## config.mk

```make
export PLATFORM = sky130hd
export DESIGN_NAME = golden_nonce_arbiter_flat
export DESIGN_NICKNAME = d
export VERILOG_FILES = /design/src/rtl/golden_nonce_arbiter_pkg.sv /design/src/rtl/golden_nonce_arbiter_if.sv /design/src/rtl/golden_nonce_arbiter_rr_pick.sv /design/src/rtl/golden_nonce_arbiter.sv /design/src/flat_wrapper.sv
export SDC_FILE = /design/constraint.sdc
export NUM_CORES = 1
export LEC_CHECK = 0
export CAP_MARGIN = 20
export CORE_ASPECT_RATIO = 0.9
export CORE_MARGIN = 2
export CORE_UTILIZATION = 52
export CTS_CLUSTER_SIZE = 16
export DETAILED_ROUTE_END_ITERATION = 10
export PLACE_DENSITY_LB_ADDON = 0.05
export SETUP_SLACK_MARGIN = 0.4
export SYNTH_ARGS = -nofsm -noshare
export SYNTH_HDL_FRONTEND = slang
export SYNTH_SLANG_ARGS = --single-unit
export TNS_END_PERCENT = 20
```

## constraint.sdc

```tcl
create_clock -name hash_clk -period 4.9 [get_ports hash_clk]
set_clock_uncertainty 0.15 [all_clocks]
set_input_delay 1.47 -clock hash_clk [delete_from_list [all_inputs] [get_ports hash_clk]]
set_output_delay 1.47 -clock hash_clk [all_outputs]
set_load 0.01 [all_outputs]
```

## src/rtl/golden_nonce_arbiter_pkg.sv

```systemverilog
// rtl/golden_nonce_arbiter_pkg.sv - shared widths, state encoding and helpers for the nonce arbiter
package nonce_arb_pkg;

    localparam int NONCE_W = 32;
    localparam int DROP_W  = 16;

    typedef enum logic {
        ARB_IDLE = 1'b0,
        ARB_HOLD = 1'b1
    } arb_state_t;

    // Index width that stays legal (>=1 bit) even for a single core.
    function automatic int idx_width(input int n);
        return (n > 1) ? $clog2(n) : 1;
    endfunction

endpackage

```

## src/rtl/golden_nonce_arbiter_if.sv

```systemverilog
// rtl/golden_nonce_arbiter_if.sv - core hit inputs and comm-side nonce output bundle
interface golden_nonce_arbiter_if
    import nonce_arb_pkg::*;
#(
    parameter int NUM_CORES = 2
);

    logic [NUM_CORES-1:0]         core_new_nonce;
    logic [NONCE_W*NUM_CORES-1:0] core_golden_nonce;
    logic                         tx_ready;
    logic                         tx_new_nonce;
    logic [NONCE_W-1:0]           tx_golden_nonce;

    modport master (
        input  core_new_nonce,
        input  core_golden_nonce,
        input  tx_ready,
        output tx_new_nonce,
        output tx_golden_nonce
    );

    modport slave (
        output core_new_nonce,
        output core_golden_nonce,
        output tx_ready,
        input  tx_new_nonce,
        input  tx_golden_nonce
    );

endinterface

```

## src/rtl/golden_nonce_arbiter_rr_pick.sv

```systemverilog
// rtl/golden_nonce_arbiter_rr_pick.sv - combinational round-robin picker over pending cores
module rr_pick #(
    parameter int NUM_CORES = 2,
    parameter int IDX_W     = 1
) (
    input  logic [NUM_CORES-1:0] req,
    input  logic [IDX_W-1:0]     ptr,
    output logic [IDX_W-1:0]     gnt_idx,
    output logic                 gnt_valid
);

    // Walk ptr, ptr+1, ... (wrapping) and keep the first requester seen.
    always_comb begin
        gnt_idx   = '0;
        gnt_valid = 1'b0;
        for (int k = 0; k < NUM_CORES; k++) begin
            if (!gnt_valid && req[(int'(ptr) + k) % NUM_CORES]) begin
                gnt_valid = 1'b1;
                gnt_idx   = IDX_W'((int'(ptr) + k) % NUM_CORES);
            end
        end
    end

endmodule

```

## src/rtl/golden_nonce_arbiter.sv

```systemverilog
// rtl/golden_nonce_arbiter.sv - per-core nonce slots, round-robin grant and holdoff FSM (optional NONCE_DROP_COUNT_EN drop counter)
module golden_nonce_arbiter
    import nonce_arb_pkg::*;
#(
    parameter int NUM_CORES = 2,
    parameter int HOLDOFF   = 5
) (
    input  logic                  hash_clk,
    input  logic                  reset,
    golden_nonce_arbiter_if.master bus
`ifdef NONCE_DROP_COUNT_EN
    ,
    output logic [DROP_W-1:0]     drop_count
`endif
);

    localparam int IDX_W  = idx_width(NUM_CORES);
    localparam int HOLD_W = $clog2(HOLDOFF + 1);

    arb_state_t            state, state_next;
    logic [HOLD_W-1:0]     hold_cnt, hold_next;
    logic [IDX_W-1:0]      rr_ptr;
    logic [IDX_W-1:0]      gnt_idx;
    logic                  gnt_valid;
    logic                  grant;
    logic [NUM_CORES-1:0]  pending;
    logic [NUM_CORES-1:0]  gnt_onehot;
    logic [NUM_CORES-1:0]  take;
    logic [NONCE_W-1:0]    slot [NUM_CORES];

    rr_pick #(
        .NUM_CORES (NUM_CORES),
        .IDX_W     (IDX_W)
    ) u_rr_pick (
        .req       (pending),
        .ptr       (rr_ptr),
        .gnt_idx   (gnt_idx),
        .gnt_valid (gnt_valid)
    );

    // Next state: grant only from IDLE with a consumer ready, then count down the holdoff.
    always_comb begin
        state_next = state;
        hold_next  = hold_cnt;
        grant      = 1'b0;
        case (state)
            ARB_IDLE: begin
                if (gnt_valid && bus.tx_ready) begin
                    grant      = 1'b1;
                    state_next = ARB_HOLD;
                    hold_next  = HOLD_W'(HOLDOFF);
                end
            end
            ARB_HOLD: begin
                hold_next = hold_cnt - HOLD_W'(1);
                if (hold_cnt == HOLD_W'(1)) begin
                    state_next = ARB_IDLE;
                end
            end
            default: state_next = ARB_IDLE;
        endcase
    end

    // A slot accepts a new hit when empty or when it is being granted on this same edge.
    always_comb begin
        gnt_onehot = '0;
        take       = '0;
        for (int i = 0; i < NUM_CORES; i++) begin
            gnt_onehot[i] = grant && (gnt_idx == IDX_W'(i));
            take[i]       = bus.core_new_nonce[i] && (!pending[i] || gnt_onehot[i]);
        end
    end

    // FSM register, output strobe/data and round-robin pointer.
    always_ff @(posedge hash_clk) begin
        if (reset) begin
            state               <= ARB_IDLE;
            hold_cnt            <= '0;
            rr_ptr              <= '0;
            bus.tx_new_nonce    <= 1'b0;
            bus.tx_golden_nonce <= '0;
        end else begin
            state            <= state_next;
            hold_cnt         <= hold_next;
            bus.tx_new_nonce <= grant;
            if (grant) begin
                bus.tx_golden_nonce <= slot[gnt_idx];
                rr_ptr              <= IDX_W'((int'(gnt_idx) + 1) % NUM_CORES);
            end
        end
    end

    // Per-core pending slots: capture wins over the clear caused by a same-edge grant.
    always_ff @(posedge hash_clk) begin
        if (reset) begin
            pending <= '0;
            for (int i = 0; i < NUM_CORES; i++) begin
                slot[i] <= '0;
            end
        end else begin
            for (int i = 0; i < NUM_CORES; i++) begin
                if (take[i]) begin
                    slot[i]    <= bus.core_golden_nonce[NONCE_W*i +: NONCE_W];
                    pending[i] <= 1'b1;
                end else if (gnt_onehot[i]) begin
                    pending[i] <= 1'b0;
                end
            end
        end
    end

`ifdef NONCE_DROP_COUNT_EN
    logic [4:0]        drop_n;
    logic [DROP_W:0]   drop_sum;

    // Number of hits discarded this edge (strobe into a full slot that is not being granted).
    always_comb begin
        drop_n = '0;
        for (int i = 0; i < NUM_CORES; i++) begin
            if (bus.core_new_nonce[i] && pending[i] && !gnt_onehot[i]) begin
                drop_n = drop_n + 5'd1;
            end
        end
        drop_sum = {1'b0, drop_count} + (DROP_W + 1)'(drop_n);
    end

    // Saturating discard counter.
    always_ff @(posedge hash_clk) begin
        if (reset) begin
            drop_count <= '0;
        end else if (drop_sum[DROP_W]) begin
            drop_count <= '1;
        end else begin
            drop_count <= drop_sum[DROP_W-1:0];
        end
    end
`endif

endmodule

```

## src/flat_wrapper.sv

```systemverilog
// flat-port wrapper written by rule: the top's interface ports become plain ports
module golden_nonce_arbiter_flat import nonce_arb_pkg::*;
#(
    parameter int NUM_CORES = 2,
    parameter int HOLDOFF   = 5
)
  (hash_clk, reset, bus_core_new_nonce, bus_core_golden_nonce, bus_tx_ready, bus_tx_new_nonce, bus_tx_golden_nonce);
  golden_nonce_arbiter_if #(.NUM_CORES(NUM_CORES)) bus_i ();
  input  logic hash_clk;
  input  logic reset;
  input wire logic [$bits(bus_i.core_new_nonce)-1:0] bus_core_new_nonce;
  input wire logic [$bits(bus_i.core_golden_nonce)-1:0] bus_core_golden_nonce;
  input wire logic [$bits(bus_i.tx_ready)-1:0] bus_tx_ready;
  output wire logic [$bits(bus_i.tx_new_nonce)-1:0] bus_tx_new_nonce;
  output wire logic [$bits(bus_i.tx_golden_nonce)-1:0] bus_tx_golden_nonce;
  assign bus_i.core_new_nonce = bus_core_new_nonce;
  assign bus_i.core_golden_nonce = bus_core_golden_nonce;
  assign bus_i.tx_ready = bus_tx_ready;
  assign bus_tx_new_nonce = bus_i.tx_new_nonce;
  assign bus_tx_golden_nonce = bus_i.tx_golden_nonce;
  golden_nonce_arbiter #(.NUM_CORES(NUM_CORES), .HOLDOFF(HOLDOFF)) u_core (.hash_clk(hash_clk), .reset(reset), .bus(bus_i));
endmodule
```

Figure 1. Sizing map (run 1).
(4 px per um)
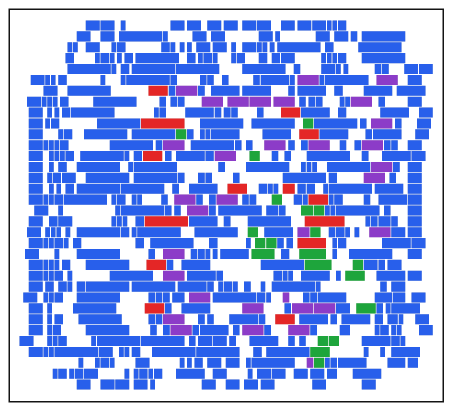
[red] drive 6 and up | cells: 14
[blue] drive 1 or less | cells: 527
[green] drive 3 to 4 | cells: 20
[purple] drive 2 | cells: 33
setup ws final: 1.399 ns
Buffers excl. clock: 115
fin area: 0.006361 mm2
area grow syn2layout: 25.35%

Figure 2. Cell outlines without signal wires (run 1).
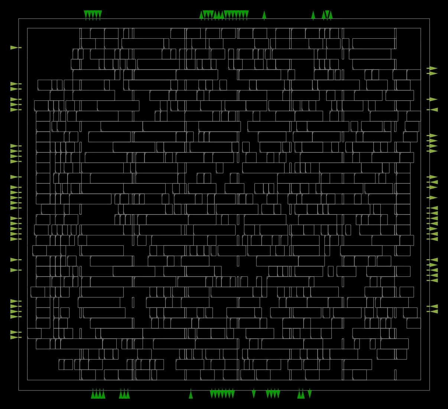
Site Rows: 34
Final Instance Count excl. Fillers: 720
# fillers: 777
Tapcell Cnt: 126
core region area: 0.009572 mm2

Figure 3. Pin map (run 1).
(4 px per um) Pins as bars across the die edge, other pins in gray.
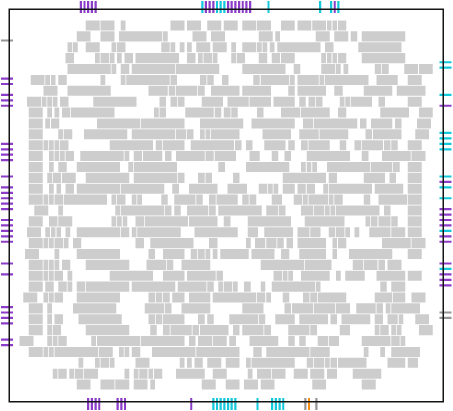
[purple] bus_core_golden_nonce | pins: 64 | direction: input | edge: 28 left, 16 top, 12 right, 8 bottom
[orange] reset | pins: 1 | direction: input | edge: bottom
[cyan] bus_tx_golden_nonce | pins: 32 | direction: output | edge: 12 right, 12 bottom, 8 top
DIE HEIGHT: 97.72 um
Horiz. Die Dim: 108.1 um
Port Buf Inserts: 101

==> run summary, run 1 <==
Root Buffer -> clkbuf_8
critical path capture point type -> flip-flop
sequence of cells on the critical path -> clkdlybuf4s50_1 > nor2b_4 > buf_4 > and2_4 > a311oi_2
All-Layer GR Usage -> 25.11%
CP Capture Point -> u_core.bus.tx_golden_nonce[16]
ys async rst share -> 0%
RSZ-0062 raised after global routing -> false
Top cells by area -> edfxtp_1 (38%), dfxtp_1 (16%), nand2_1 (9.8%), a311oi_2 (8.9%), o22ai_1 (7.9%)
clk sink count -> 104
Worst Hold Depth -> 2
pre-CTS setup slack -> 1.049 ns
Final Hold Fails -> 0
Slew HR -> 42.96%
cells in synth_stat.txt -> 521
Crit-path slowest cell -> and2_4
largest net degree at the start of global routing -> 66
Syn Area/Cell -> 9.741 um2
status -> complete, no violations
sequential share of power -> 52.0%
critical path depth -> 5
post-DR wirelength/cell -> 18.06 um
Post-Syn Area -> 0.005075 mm2
Comb gates -> 353
Fin Setup TNS -> 0 ns
# nets final -> 660
top layer in use -> met4
Max Cap Viol -> 0
reg-to-reg startpoint -> u_core.pending[1]
met2 routed WL -> 5714 um
Arr. time, crit path -> 3.57 ns
Flops -> 104
htree depth -> 3
YS warnings -> 0
Util after Layout -> 66.46%
Setup crit start -> bus_tx_ready
CTS clk-pin slew, worst paths -> 0.09 ns
Post-DP Area -> 0.006148 mm2
wirelength, routed -> 13010 um
Slew Viols, Final -> 0
fraction of area in multi-input gates -> 33.04%
Synth area leader -> edfxtp_1
Synthesized Nets -> 592
CP required -> 4.97 ns
Post-Synth XOR/XNOR Area -> 0.1726%
Figure 4. Port wiring (run 1).
(2 px per um)
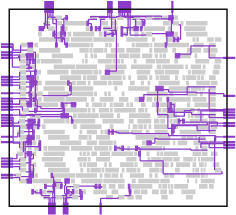

==> run 1 -> run 2 <==
clock period = 3.4 ns   (was 4.9 ns; I/O delays follow)
Figure 5. Port wiring (run 2).
(2 px per um)
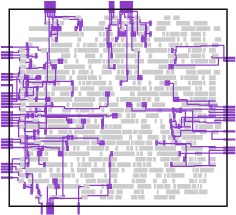
[purple] bus_core_golden_nonce | bits: 64 | direction: input | edge: 29 left, 16 top, 13 right, 6 bottom | end cells: 128 | buffers: 64 | wire: 1920 um
Boundary Pins: 102

==> run 2 against run 1 <==
  * First-iteration DRC count shrank 20%
  * Synthesized area stayed put
  * Synthesized cell count stayed put
  * Total power increased by 42%
  * Largest power group unchanged
  * Register-to-register slack lost 0.83 ns
  * Sequential cell count unchanged
==> run summary, run 2 <==
RSZ-0062 raised after global routing -> false
Root Buffer -> clkbuf_8
Post-Synth XOR/XNOR Area -> 0.1726%
area grow syn2layout -> 26.18%
Port Buf Inserts -> 101
Slew HR -> 51.60%
core region area -> 0.009572 mm2
wirelength, routed -> 13560 um
Tapcell Cnt -> 126
DIE HEIGHT -> 97.72 um
top layer in use -> met4
Synthesized Nets -> 592
ys async rst share -> 0%
htree depth -> 3
CP required -> 3.31 ns
status -> complete, no violations
Final Hold Fails -> 0
Post-Syn Area -> 0.005075 mm2
cells in synth_stat.txt -> 521
Buffers excl. clock -> 119
All-Layer GR Usage -> 25.92%
Final Instance Count excl. Fillers -> 724
largest net degree at the start of global routing -> 65
Post-DP Area -> 0.006196 mm2
CTS clk-pin slew, worst paths -> 0.10 ns
sequence of cells on the critical path -> clkdlybuf4s50_1 > nor2b_4 > buf_4 > a21boi_4 > o21bai_4 > buf_4
Fin Setup TNS -> 0 ns
Horiz. Die Dim -> 108.1 um
Worst Hold Depth -> 2
Site Rows -> 34
Synth area leader -> edfxtp_1
Top cells by area -> edfxtp_1 (38%), dfxtp_1 (16%), nand2_1 (9.8%), a311oi_2 (8.9%), o22ai_1 (7.9%)
Figure 6. Sizing map (run 2).
(4 px per um)
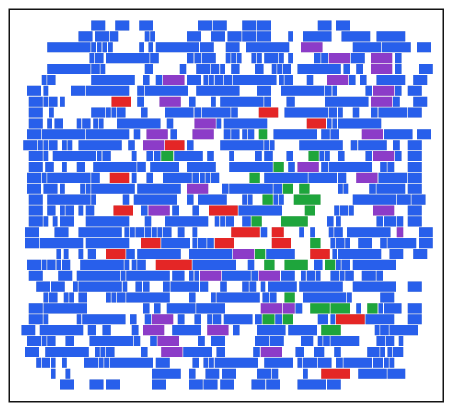

==> run 2 -> run 3 <==
CORE_UTILIZATION = 47   (was 52)
clock period = 2.5 ns   (was 3.4 ns; I/O delays follow)
Figure 7. Sizing map (run 3).
(4 px per um)
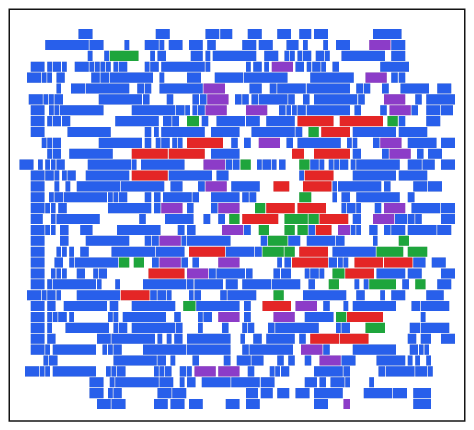
[purple] drive 2 | cells: 32
[blue] drive 1 or less | cells: 524
[red] drive 6 and up | cells: 29
[green] drive 3 to 4 | cells: 30
Buffers excl. clock: 136
fin area: 0.006799 mm2
setup ws final: 0.3754 ns

==> run 3 against run 2 <==
  * Critical path depth fell by 5
  * Via count rose by 0.23%
  * Clock power rose by 85%
  * Die area rose by 10%
  * Combinational power rose by 49%
  * Setup slack got worse by 0.29 ns
  * Utilization fell by 1.4 points
  * Sequential share of layout area fell by 2.5 points
  * Synthesized area did not move
  * First-iteration DRC count rose by 9.0%
  * Worst hold slack got worse by 0.0034 ns
  * Critical path type is now flip-flop to output pin
==> run summary, run 3 <==
status -> complete, no violations
Horiz. Die Dim -> 113.5 um
Syn Area/Cell -> 9.741 um2
top layer in use -> met4
sequential share of power -> 47.1%
Flops -> 104
CP required -> 1.60 ns
reg-to-reg startpoint -> u_core.pending[1]
Max Cap Viol -> 0
# nets final -> 681
post-DR wirelength/cell -> 19.27 um
Top cells by area -> edfxtp_1 (38%), dfxtp_1 (16%), nand2_1 (9.8%), a311oi_2 (8.9%), o22ai_1 (7.9%)
clk sink count -> 104
Root Buffer -> clkbuf_16
Fin Setup TNS -> 0 ns
Util after Layout -> 65.51%
Post-Synth XOR/XNOR Area -> 0.1726%
pre-CTS setup slack -> -0.0005607 ns
Boundary Pins -> 102
ys async rst share -> 0%
# fillers -> 849
RSZ-0062 raised after global routing -> true
Synth area leader -> edfxtp_1
largest net degree at the start of global routing -> 66
sequence of cells on the critical path -> clkdlybuf4s50_1
Post-DP Area -> 0.006397 mm2
critical path capture point type -> output pin
Final Hold Fails -> 0
Site Rows -> 35
Post-Syn Area -> 0.005075 mm2
Slew Viols, Final -> 0
Setup crit start -> u_core.bus.tx_golden_nonce[8]
core region area -> 0.01038 mm2
CP Capture Point -> bus_tx_golden_nonce[8]
CTS clk-pin slew, worst paths -> 0.07 ns

==> layout pictures side by side <==
Routed metal, one color a layer.
(4 px per um) Two of the layers only.
picture 1
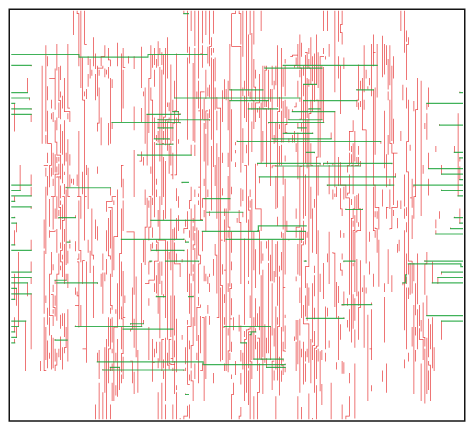
picture 2
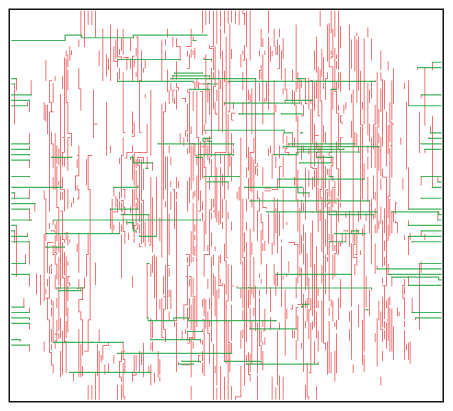
picture 3
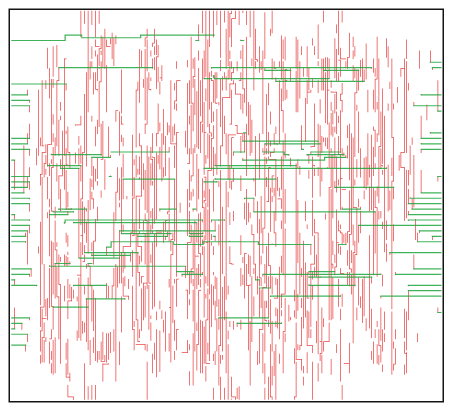
picture 2: run 1
picture 1: run 3
picture 3: run 2

Power and IR drop assume default switching activity.
